==> config.mk <==
export PLATFORM = sky130hd
export DESIGN_NAME = instr_seq
export DESIGN_NICKNAME = d
export VERILOG_FILES = /design/src/rtl/instr_seq.sv
export SDC_FILE = /design/constraint.sdc
export NUM_CORES = 1
export LEC_CHECK = 0
export ABC_AREA = 1
export ABC_CLOCK_PERIOD_IN_PS = 1620
export CORE_MARGIN = 10
export CORE_UTILIZATION = 45
export CTS_BUF_LIST = sky130_fd_sc_hd__clkbuf_4
export CTS_CLUSTER_DIAMETER = 60
export CTS_CLUSTER_SIZE = 24
export DETAILED_ROUTE_END_ITERATION = 8
export HOLD_SLACK_MARGIN = 0.03
export PLACE_DENSITY = 0.85
export SLEW_MARGIN = 20
export SYNTH_ARGS = -nofsm -noshare
export SYNTH_HDL_FRONTEND = slang
export SYNTH_SLANG_ARGS = --single-unit
==> constraint.sdc <==
create_clock -name clk -period 1.62 [get_ports clk]
set_clock_uncertainty 0.05 [all_clocks]
set_input_delay 0.324 -clock clk [delete_from_list [all_inputs] [get_ports clk]]
set_output_delay 0.324 -clock clk [all_outputs]
set_load 0.05 [all_outputs]
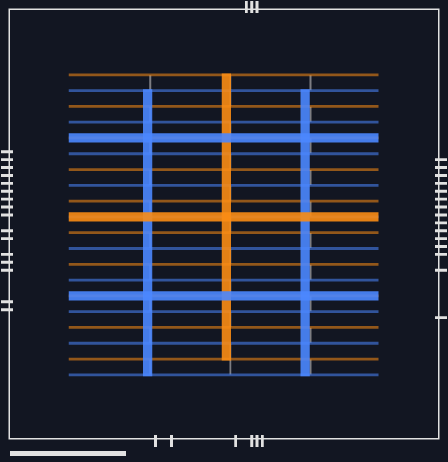
(images/floorplan.png)
Scale bar: 20 um. Pins as bars on the die edge. Tap cells in grey.
colour	net
blue	VSS
orange	VDD
tap cells	31
signal pins	40
met4 straps	3
met5 straps	3
rows	19
core region area: 2760 um^2
peak ir drop on the vdd network: 1.69 mV
Die Y-Extent: 73.7 um
floorplan die width: 73.7 um

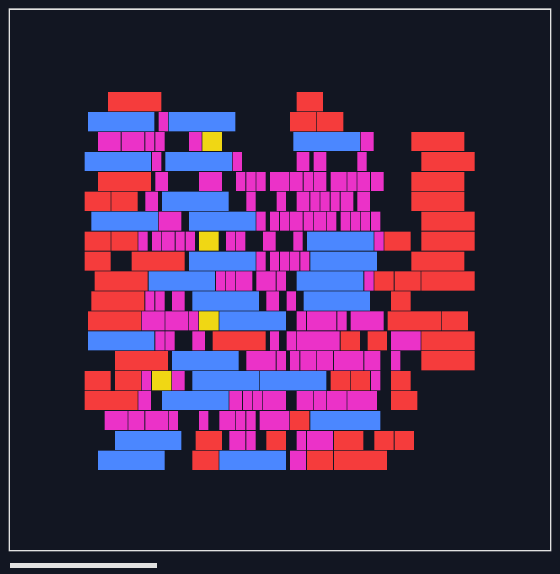
(images/class_map.png)
Scale bar: 20 um.
colour	class	cells	share of their area
magenta	remaining logic cells	120	32%
blue	registers	25	32%
red	remaining buffers and delay cells	50	35%
yellow	clock drivers and dummy loads	4	1.5%
count of standard-cell rows: 19
cell area after layout: 2010 um^2
Finished Core Util: 73.0%
sequential cell area share: 31.1%

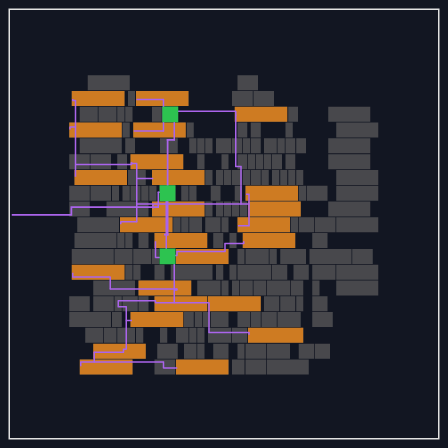
(images/clock_wires.png)
[green] clock-net drivers | count: 3
[orange] flip-flops | count: 25
[purple] clock wires | length: 292 um
routed clock nets	4
power share of the clock group: 6.3%
clock-net power: 0.300 mW
Insertion Delay late pin: 0.32 ns

==> metrics.json <==
{
  "logic_gate_count": 100,
  "synthXorXnorAreaFrac_pct": 0,
  "cts_max_level": 1,
  "netlist_instances": 153,
  "final_stage_net_count": 219,
  "area_growth_syn_to_layout_pct": 55.1,
  "cts_setup_buffers": 5,
  "maxSlewHeadroom_pct": 76.7,
  "nClkBuffers": 4,
  "groute.usage.overall_pct": 13.7,
  "cts-buffers-inserted": 3,
  "yosys.area_share.adder_pct": 0.963,
  "path_clk_slew_ns": 0.14,
  "synth_cell_type_count": 23,
  "cts_tree": "yes",
  "yosysWarningCount": 0,
  "largest_area_cell": "sky130_fd_sc_hd__dfrtp_1",
  "synth-edff-count": 0,
  "initialDrtViolationCount": 65,
  "synth.net_count": 172,
  "outcome": "finished with violations",
  "worst-r2r-setup-slack_ns": 0.12,
  "grt.met2_usage_pct": 22.0,
  "biggestCellCategory": "buffers",
  "arrival_worst_endpoint_ns": 1.25,
  "globalRouteOverflowTotal": 0,
  "share_comb_of_total_power_pct": 67.7,
  "grt_start_max_net_pins": 26,
  "n_all_buffers": 50,
  "layout_setup_ws_ns": -0.00842,
  "cts.sinks": 25,
  "failed_checks": "setup timing",
  "critical_path.max_stage_delay_ns": 0.46,
  "finalWorstPathRequiredPeriod_ns": 1.63,
  "yosysSeqAreaShare_pct": 48.2,
  "vias": 1209,
  "synthMuxAreaShare_pct": 0,
  "rsz_0062_raised_after_global_routing": "yes",
  "power.switching_mw": 2.33,
  "synth_flops": 25,
  "power_density_nw_per_um2": 2350,
  "critical-path-slowest-cell": "sky130_fd_sc_hd__dfrtp_1",
  "warning_count": 27,
  "report.final.slew_viol_count": 0,
  "synth.most_common_cell": "sky130_fd_sc_hd__nand2_1",
  "detailedRoute.firstPassIterationCount": 5,
  "area_share_nonclk_buffers_pct": 34.0,
  "final.fill_count": 193,
  "fin_worst_hold_slack_ns": 0.304,
  "cell_internal_pwr_mw": 2.41,
  "synthSimpleGateAreaFrac_pct": 28.9,
  "top_area_share_pct": 48.2,
  "timing.final.setup_violations": 1,
  "worstPathRequired_ns": 1.25,
  "startpoint_to_endpoint_class_of_the_critical_path": "register to primary output",
  "n_sequential_cell": 25,
  "pwr.group.combinational_mw": 3.21,
  "critPathMaxFanout": 3,
  "ctsLongestPathBuffers": 2,
  "wp_buf_inv": 2
}
Power figures rest on the tool's default switching activity, not on a simulated workload.
